--- config.mk ---
export PLATFORM = sky130hd
export DESIGN_NAME = pc_sequencer
export DESIGN_NICKNAME = d
export VERILOG_FILES = /design/src/rtl/pc_sequencer.sv
export SDC_FILE = /design/constraint.sdc
export NUM_CORES = 1
export LEC_CHECK = 0
export CORE_ASPECT_RATIO = 1.5
export CORE_UTILIZATION = 39
export CTS_BUF_LIST = sky130_fd_sc_hd__clkbuf_16
export DETAILED_ROUTE_END_ITERATION = 7
export PLACE_DENSITY = 0.79
export SYNTH_ARGS = -nofsm -noshare
export SYNTH_HDL_FRONTEND = slang
export SYNTH_SLANG_ARGS = --single-unit
--- constraint.sdc ---
create_clock -name clk -period 1.95 [get_ports clk]
set_clock_uncertainty 0.2 [all_clocks]
set_input_delay 0.2925 -clock clk [delete_from_list [all_inputs] [get_ports clk]]
set_output_delay 0.2925 -clock clk [all_outputs]
set_load 0.02 [all_outputs]
--- src/rtl/pc_sequencer.sv ---
`default_nettype none
// ============================================================================
// Module   : pc_sequencer
// Brief    : Program-counter sequencer with a four-state control FSM
//            (RESET / RUN / TRAP / HALT), prioritised next-PC selection,
//            misaligned-redirect trapping and halt/resume support.
// Revision : 1.0 - initial release
// ============================================================================
module pc_sequencer #(
  parameter logic [31:0] RESET_VECTOR = 32'h0000_0000,
  parameter logic [31:0] TRAP_VECTOR  = 32'h0000_0100
) (
  input  logic        clk,
  input  logic        rst,
  input  logic        stall,
  input  logic        branch_taken,
  input  logic [31:0] branch_target,
  input  logic        jump,
  input  logic [31:0] jump_target,
  input  logic        halt_req,
  input  logic        resume,
  output logic [31:0] pc,
  output logic [31:0] pc_plus4,
  output logic        pc_valid,
  output logic        misalign_trap,
  output logic [31:0] epc,
  output logic [1:0]  state
);

  typedef enum logic [1:0] {
    S_RESET = 2'b00,
    S_RUN   = 2'b01,
    S_TRAP  = 2'b10,
    S_HALT  = 2'b11
  } state_t;

  state_t      state_q, state_d;
  logic [31:0] pc_q, pc_d;
  logic [31:0] epc_q, epc_d;
  logic        trap_q, trap_d;

  // Selected redirect destination: jump beats branch; jump bit 0 is dropped
  // before the alignment check, as JALR semantics require.
  logic        redirect;
  logic [31:0] redirect_tgt;

  assign redirect     = jump | branch_taken;
  assign redirect_tgt = jump ? (jump_target & 32'hFFFF_FFFE) : branch_target;

  assign pc            = pc_q;
  assign pc_plus4      = pc_q + 32'd4;
  assign pc_valid      = (state_q == S_RUN);
  assign misalign_trap = trap_q;
  assign epc           = epc_q;
  assign state         = state_q;

  // Next-state and next-PC selection; trap pulse defaults low every cycle.
  always_comb begin
    state_d = state_q;
    pc_d    = pc_q;
    epc_d   = epc_q;
    trap_d  = 1'b0;
    case (state_q)
      S_RESET: begin
        pc_d    = RESET_VECTOR;
        state_d = S_RUN;
      end
      S_RUN: begin
        if (halt_req) begin
          state_d = S_HALT;
        end else if (stall) begin
          // Hold: any redirect this cycle will be re-presented by its source.
          pc_d = pc_q;
        end else if (redirect) begin
          if (redirect_tgt[1:0] != 2'b00) begin
            epc_d   = pc_q;
            trap_d  = 1'b1;
            state_d = S_TRAP;
          end else begin
            pc_d = redirect_tgt;
          end
        end else begin
          pc_d = pc_plus4;
        end
      end
      S_TRAP: begin
        pc_d    = TRAP_VECTOR;
        state_d = S_RUN;
      end
      S_HALT: begin
        if (resume) begin
          pc_d    = pc_plus4;
          state_d = S_RUN;
        end
      end
      default: begin
        state_d = S_RESET;
        pc_d    = RESET_VECTOR;
      end
    endcase
  end

  // State registers; reset overrides everything, including TRAP and HALT.
  always_ff @(posedge clk) begin
    if (rst) begin
      state_q <= S_RESET;
      pc_q    <= RESET_VECTOR;
      epc_q   <= 32'h0000_0000;
      trap_q  <= 1'b0;
    end else begin
      state_q <= state_d;
      pc_q    <= pc_d;
      epc_q   <= epc_d;
      trap_q  <= trap_d;
    end
  end

endmodule
`default_nettype wire

### PDN straps and rails, run 1

Scale bar: 20 um. Pins as bars on the die edge.
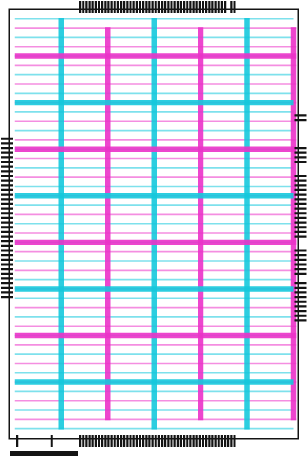
Key: VDD = magenta; VSS = cyan
8 straps on met5. 6 straps on met4. 45 met1 rails follow the rows. The core has 44 rows. 171 signal pins sit on the boundary.
worst vdd ir: 0.554 mV
core box area: 0.00974 mm^2
die width: 84.0 um

### Cell classes on the final placement, run 1

Scale bar: 20 um.
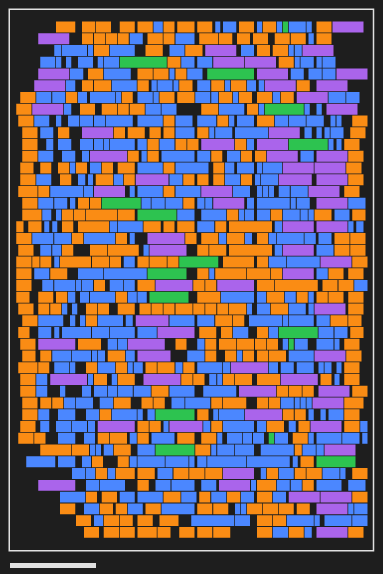
Key: clock drivers and dummy loads = green [cells 16, share of their area 4.1%]; all other logic = blue [cells 385, share of their area 40%]; flops = purple [cells 67, share of their area 17%]; other buffers and delay cells = orange [cells 342, share of their area 39%]

### Clock wires, drivers and flops, run 1

Scale bar: 20 um.
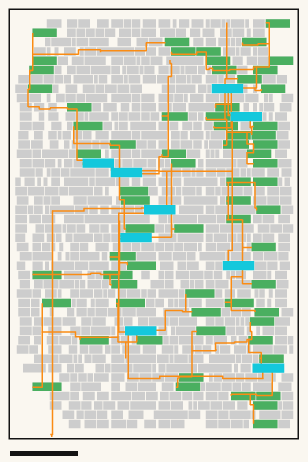
Key: clock wires = orange [length 1060 um]; cells driving clock nets = cyan [count 9]; flip-flops = green [count 67]
Position of the flops: widely spread.

### Metal layers overlaid, run 1

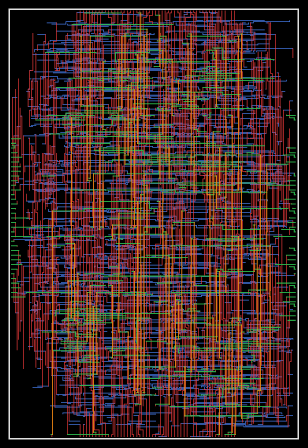
Key: met4 = orange [wire length 2350 um]; met1 = blue [wire length 7970 um]; met2 = red [wire length 11800 um]; met3 = green [wire length 2260 um]
Final Routed Wirelength: 24.4 mm
per-cell routed wire length: 26.3 um
via count: 5968
GRT Total Usage: 38.8%

==> run 1: cell type report <==
type | count | area [um^2] | area share, %
well taps | 115 | 144 | 1.69
flip-flops and latches | 67 | 1410 | 16.5
inverters | 11 | 43.8 | 0.514
clock inverters | 5 | 71.3 | 0.838
repair buffers | 342 | 3270 | 38.4
clock buffers | 11 | 275 | 3.23
multi-input cells | 374 | 3300 | 38.8
==> run 1: flip-flops by register name (all words and copies together) (netlist names) <==
register	cells
epc	32
misalign_trap	1
state	2
pc	32
==> run 1: cell families (layout without fill, tap and decap cells) <==
kind of cell	Yosys count	in the layout	synth area share, %
AOI/OAI and AO/OA	123	123	21.2
xor gates and xnor gates	25	25	5.57
adders and majority gates	1	1	0.318
buffers and inverters	48	369	6.46
DFF	67	67	34.1
muxes	26	26	6.62
and+or+nand+nor	199	199	25.7
==> run 1: layout by cell type, fill, tap and decap left out, types with 6 or more instances in the layout <==
| cell type | n |
|---|---|
| buf_4 | 136 |
| clkdlybuf4s50_1 | 101 |
| nand2_1 | 59 |
| buf_6 | 49 |
| dfxtp_1 | 45 |
| nor2_1 | 31 |
| dlygate4sd2_1 | 28 |
| mux2i_1 | 26 |
| a21oi_1 | 24 |
| a21oi_2 | 23 |
| nand2_4 | 20 |
| xnor2_2 | 16 |
| dfxtp_4 | 16 |
| inv_1 | 11 |
| clkbuf_16 | 11 |
| dlymetal6s2s_1 | 10 |
| nand4_1 | 8 |
| nor4_4 | 8 |
| a22oi_1 | 8 |
| nor3_4 | 7 |
| nor2_4 | 7 |
| buf_12 | 7 |
| dfxtp_2 | 6 |
==> run 1: final timing paths <==
path                   to  slack, ps  cells after the start
min                pc[22]         80                      2
max          pc_plus4[26]       -740                      6
min reg2reg        epc[6]        260                      2
max reg2reg        pc[28]       -420                     11
==> run 1: worst max-delay path, cell delays in order (launching register included) <==
cell	delay (ps)
dfxtp_4	390
nand4_4	150
or3_4	440
buf_6	140
o31a_1	330
or2_4	260
buf_6	130
==> run 1: timing repair <==
item / in CTS / in global routing
pin swaps: 67 / 60
resized: 310 / 114
setup buffers: 36 / 29
cloned: 5 / 0
setup endpoints to repair: 111 / 101
==> run 1: power breakdown <==
| group | internal [W] | total, W | switching, W |
|---|---|---|---|
| clock network | 0.00126 | 0.00192 | 0.000659 |
| logic | 0.000454 | 0.000936 | 0.000482 |
| registers | 0.00137 | 0.00139 | 0.0000220 |
==> run 1: per-stage QoR <==
step                      power [W]  area (um^2)  hold WS, ps  util [%]  setup TNS (ps)
after floorplan             0.00176         4190          256         -           -2570
after global placement      0.00215         6720          241      69.0          -36600
after detailed placement    0.00216         6720          248      69.0          -39460
after CTS                   0.00408         7930         45.7      81.4          -10970
after global routing        0.00433         8510         71.2      87.4          -18930
final                       0.00425         8510         83.5      87.4          -17910
==> run 1: layer usage <==
metal | vias up | routed length (um) | GRT usage, %
li1 | 2388 | - | -
met1 | 2826 | 7970 | 39.2
met2 | 550 | 11800 | 69.9
met3 | 204 | 2260 | 8.25
met4 | 0 | 2350 | 27.9
met5 | - | 0 | 0
==> notes.md, run 1 <==
impl run done, here's what came out: Clock Tree Buf Depth 2, Pre-antenna DRT Iters 8, row count 44, crit share post-route 138%, count of final setup violators 49, cell count after synthesis 489, failing checks DRC, setup timing, Max Freq 372 MHz, yosys stat cell total 489, Worst EP arrival 2190 ps, post-route ant nets 0, synthesis-to-layout area growth 117%, Vias/cell 6.45, Non-Filler Instances 925, top cells by count 85 x nand2_1, 67 x dfxtp_1, 49 x a21oi_1, 40 x nor2_1, 26 x mux2i_1, area reported by Yosys stat 0.00393 mm^2, cell area after synthesis between 0.003 and 0.004 mm^2, # Max-Cap Violations 0, Post-synth area hogs dfxtp_1 34%, nand2_1 8.1%, mux2i_1 6.6%, sequential element share of the synthesized area 34.1%, io pins 171, CTS tree done, Setup WS post-layout -735 ps, most common cell in the netlist nand2_1, Root Driver clkbuf_16, Remaining DRCs 20, distinct cell type count of the synthesized netlist about 65, Insertion Delay late pin 350 ps, Synth Register Bits 67, port bufs about 170, Slew HR slightly below 60%, Hold Path Origin rst, yosys warns 0, status finished, violations left, crit path launch type register, first-pass GRT wire length 31.0 mm, Num Clock Sinks about 67, Post-DP HPWL 12.4 mm, CTS Buf Count 9
==> inputs of run 2 (changes only) <==
--- a/config.mk
+++ b/config.mk
@@ -10,6 +10,7 @@
 export CTS_BUF_LIST = sky130_fd_sc_hd__clkbuf_16
 export DETAILED_ROUTE_END_ITERATION = 7
 export PLACE_DENSITY = 0.79
+export SLEW_MARGIN = 20
 export SYNTH_ARGS = -nofsm -noshare
 export SYNTH_HDL_FRONTEND = slang
 export SYNTH_SLANG_ARGS = --single-unit
### Clock wires, drivers and flops, run 2

Scale bar: 20 um.
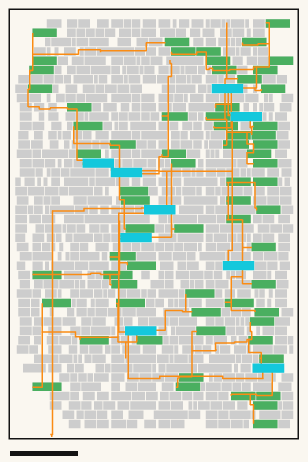
Key: flip-flops = green [count 67]; clock wires = orange [length 1060 um]; cells driving clock nets = cyan [count 9]
There are 10 routed clock nets. Position of the flops: widely spread.

==> run 2 against run 1 <==
Against the previous run: largest power group unchanged; design area is the same; worst hold slack stayed put; first-iteration DRC count did not move; sequential power is essentially flat; critical path depth unchanged; highest routed layer unchanged; the flow still finishes with violations (DRC, setup timing); utilization did not move.
==> notes.md, run 2 <==
impl run done, here's what came out: yosys warns 0 (unchanged), first-pass GRT wire length 31.0 mm (unchanged), row count 44 (unchanged), status finished, violations left, failing checks DRC, setup timing, # Max-Cap Violations 0 (unchanged), worst vdd ir 0.554 mV (unchanged), crit path launch type register, port bufs 169 (unchanged), Hold Path Origin rst, cell area after synthesis 0.00393 mm^2 (unchanged), WL met1 7.97 mm (unchanged), Clock Tree Buf Depth 2 (unchanged), Insertion Delay late pin 350 ps (about the same), count of final setup violators 49 (unchanged), dominant logic cell type in the layout buf_4, Pre-antenna DRT Iters 8 (unchanged), Setup WS post-layout -735 ps (unchanged), Top cells excl fill/tap 136 x buf_4, 101 x clkdlybuf4s50_1, 59 x nand2_1, 49 x buf_6, 45 x dfxtp_1, Synth Register Bits 67 (unchanged), Remaining DRCs 20 (unchanged), Final Routed Wirelength 24.4 mm (unchanged)
## run 2: cell counts after synthesis
No cell type changed its count.
## run 2: worst paths after layout
check                  to  slack, ps  cells after the start
min                pc[22]         80                      2
max          pc_plus4[26]       -740                      6
max reg2reg        pc[28]       -420                     11
min reg2reg        epc[6]        260                      2
## run 2: logic make-up (layout without fill, tap and decap cells)
logic type | count (synthesis) | count (layout) | share of synthesized area (%)
buffers and inverters | 48 | 369 | 6.46
AND/OR/NAND/NOR | 199 | 199 | 25.7
flip-flops | 67 | 67 | 34.1
adder cells (fa/ha/maj) | 1 | 1 | 0.318
XOR/XNOR | 25 | 25 | 5.57
multiplexers | 26 | 26 | 6.62
AND-OR/OR-AND | 123 | 123 | 21.2
## run 2: layout make-up
| type | instances | area [um^2] |
|---|---|---|
| fill | 438 | 1230 |
| clock buffer | 11 | 275 |
| timing repair buffer | 342 | 3270 |
| inverter | 11 | 43.8 |
| tap | 115 | 144 |
| multi-input combinational | 374 | 3300 |
| sequential | 67 | 1410 |
| clock inverter | 5 | 71.3 |
## run 2: repair_timing
| item | CTS | global route |
|---|---|---|
| buffers inserted | 36 | 29 |
| gates resized | 310 | 114 |
| pin swaps | 67 | 60 |
| endpoints found under the setup margin | 111 | 101 |
| gates cloned | 5 | 0 |
## run 2: worst max-delay path, cell delays in order (launching register included)
cell,delay [ps]
dfxtp_4,390
nand4_4,150
or3_4,440
buf_6,140
o31a_1,330
or2_4,260
buf_6,130
## run 2: report_power, final
part	internal [W]	leakage [nW]	switching (W)	total, W
Combinational	0.000454	3.32	0.000482	0.000936
Sequential	0.00137	0.556	0.0000220	0.00139
Clock	0.00126	0.172	0.000659	0.00192
## run 2: metrics by stage
step / util, % / std cells / area (um^2) / hold slack [ps]
CTS: 81.4 / 908 / 7930 / 45.7
floorplan: - / 489 / 4190 / 256
global placement: 69.0 / 855 / 6720 / 241
global route: 87.4 / 925 / 8510 / 71.2
detailed placement: 69.0 / 855 / 6720 / 248
finish: 87.4 / 925 / 8510 / 83.5
## run 2: metal layers
metal / GRT usage, % / up-vias
met5: 0 / -
met4: 27.9 / 0
met3: 8.25 / 204
met2: 69.9 / 550
met1: 39.2 / 2826
li1: - / 2388
### Metal layers overlaid, run 2

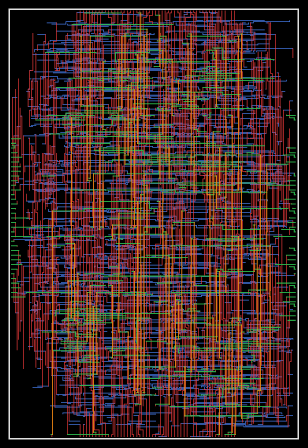

==> inputs of run 3 (changes only) <==
--- a/config.mk
+++ b/config.mk
@@ -6,6 +6,7 @@
 export NUM_CORES = 1
 export LEC_CHECK = 0
 export CORE_ASPECT_RATIO = 1.5
+export CORE_MARGIN = 3
 export CORE_UTILIZATION = 39
 export CTS_BUF_LIST = sky130_fd_sc_hd__clkbuf_16
 export DETAILED_ROUTE_END_ITERATION = 7
### Metal layers overlaid, run 3

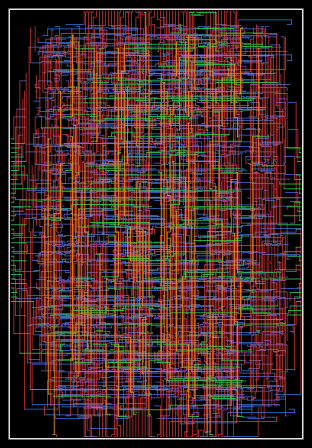
Key: met1 = blue [wire length 8610 um]; met3 = green [wire length 2900 um]; met2 = red [wire length 13600 um]; met4 = orange [wire length 2690 um]
GRT Total Usage: 38.9%
Final Routed Wirelength: 27.8 mm
per-cell routed wire length: 29.7 um

==> run 3 against run 2 <==
Against the previous run: the run ends with setup timing left; first-iteration DRC count grew 7.6%; worst hold slack gained 61 ps; wire length grew 14%; utilization grew 2.7 points; largest cell class unchanged.
==> notes.md, run 3 <==
impl run done, here's what came out: status finished, violations left, failing checks setup timing, dominant logic cell type in the layout buf_4, Non-Filler Instances 934 (+0.97%), P_int 0.00280 W (-9.2%), Setup WS post-layout -861 ps (-126 ps), Critical Path Sink pc_plus4[29], Clock Tree Buf Depth 2 (unchanged), Insertion Delay late pin 360 ps (about the same), CP Capture Type output pin, power share of the sequential group 34.2% (+1.4 points), clock slew at reported path FFs 70 ps, CP cell instances buf_4 > nand2_1 > nor3_1 > buf_4 > nand4_1 > xnor2_2 > buf_4, Log Warnings 30, Setup CP Type register to output pin, worst vdd ir 0.468 mV (-16%), yosys warns 0 (unchanged), final hold slack 145 ps (+61.2 ps), Pre-antenna DRT Iters 5 (-3), row count 44 (unchanged), crit path launch type register, Synth Register Bits 67 (unchanged), first-pass GRT wire length 33.0 mm (+6.3%), Top cell by count, worst path buf_4, Vias/cell 6.63, Top cells excl fill/tap 133 x buf_4, 102 x clkdlybuf4s50_1, 58 x buf_6, 43 x dfxtp_1, 41 x nand2_1, top cells by count 85 x nand2_1, 67 x dfxtp_1, 49 x a21oi_1, 40 x nor2_1, 26 x mux2i_1, cells on worst reg2reg path 8 (-3), slowest CP cell nor3_1, r2r setup slk -550 ps (-130 ps), clock power share 40.6% (-4.6 points), Comb power frac 25.2% (+3.2 points), cell area after synthesis 0.00393 mm^2 (unchanged), Nets a little under 900, CTS Buf Count 9, Remaining DRCs 0 (-100%), Sw Ratio 31.3% (+4.0 points), capture point of the worst reg-to-reg path pc[29], max incr delay on CP 420 ps (-20 ps), TNS Setup -22900 ps, dpl cells 854 (-0.12%), # Max-Cap Violations 0 (unchanged), count of final setup violators 89 (+82%), Switch Pwr 0.00128 W (+10%), port bufs 169 (unchanged), share of layout cells above drive strength 1 53.7%, crit path DRT between 1000 and 1500 ps, H-tree depth 3
[run 3: area by class of cell]
cell class / count / area [um^2]
fillers: 369 / 968
well taps: 115 / 144
multi-input cells: 375 / 3470
inverters: 11 / 41.3
clock inverters: 6 / 38.8
repair buffers: 350 / 3430
clock buffers: 10 / 250
flip-flops and latches: 67 / 1400
[run 3: what timing repair did]
item	4_1_cts	5_1_grt
resized	342	139
hold buffers	0	0
gates cloned	7	4
pin swaps	87	81
buffers inserted	45	27
endpoints found under the hold margin	0	0
endpoints found under the setup margin	98	108
[run 3: power groups by stage]
stage / Sequential [W] / Clock (W) / Combinational [W]
after floorplan: 0.00145 / 0 / 0.000306
after global placement: 0.00143 / 0 / 0.000708
after detailed placement: 0.00143 / 0 / 0.000720
after CTS: 0.00139 / 0.00156 / 0.000879
after global routing: 0.00140 / 0.00170 / 0.00105
final: 0.00140 / 0.00166 / 0.00103
[run 3: worst max-delay path: cells and delay by family (launching register included)]
family | cells | cell delay [ps]
xor+xnor | 1 | 240
buf+inv | 3 | 540
flops | 1 | 410
simple gates | 3 | 780
[run 3: per-stage QoR]
stage | util [%] | setup WS, ps | area, um^2
2_1_floorplan | - | -289 | 4190
3_3_place_gp | 68.9 | -618 | 6720
3_5_place_dp | 68.9 | -629 | 6720
4_1_cts | 83.4 | -564 | 8130
5_1_grt | 90.1 | -1050 | 8780
6_report | 90.1 | -861 | 8780
[run 3: layer usage]
layer | share of wire (%) | vias to the layer above | GRT usage (%)
li1 | - | 2405 | -
met1 | 31 | 2884 | 39.4
met2 | 49 | 658 | 66.5
met3 | 10 | 241 | 8.84
met4 | 9.7 | 0 | 31.7
met5 | 0 | - | 0
[run 3: cell families after synthesis]
| kind of cell | count (synthesis) | share of synthesized area (%) |
|---|---|---|
| simple gates | 199 | 25.7 |
| compound gates | 123 | 21.2 |
| flops | 67 | 34.1 |
| buf+inv | 48 | 6.46 |
| mux | 26 | 6.62 |
| xor+xnor | 25 | 5.57 |
| fa+ha+maj | 1 | 0.318 |
[run 3: how the worst min path moves through the flow]
stage	start	to	depth (start not counted)
after global routing	rst	state[1]	3
after CTS	rst	state[1]	3
after floorplan	halt_req	state[1]	1
after detailed placement	epc[28]	epc[28]	2
after global placement	epc[0]	epc[0]	2
final	rst	state[1]	3

==> gallery <==
Track usage over the die.
(a)
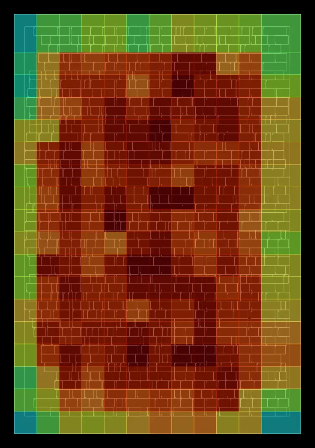
(b)
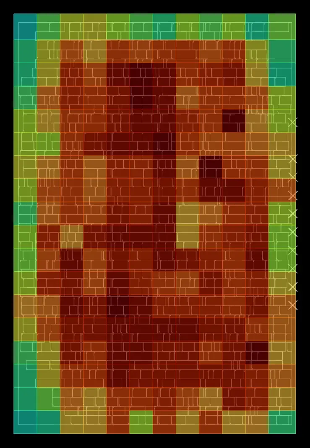
run 3 -> (a)
run 1 -> (b)

Power is estimated from default activity; no workload was simulated.
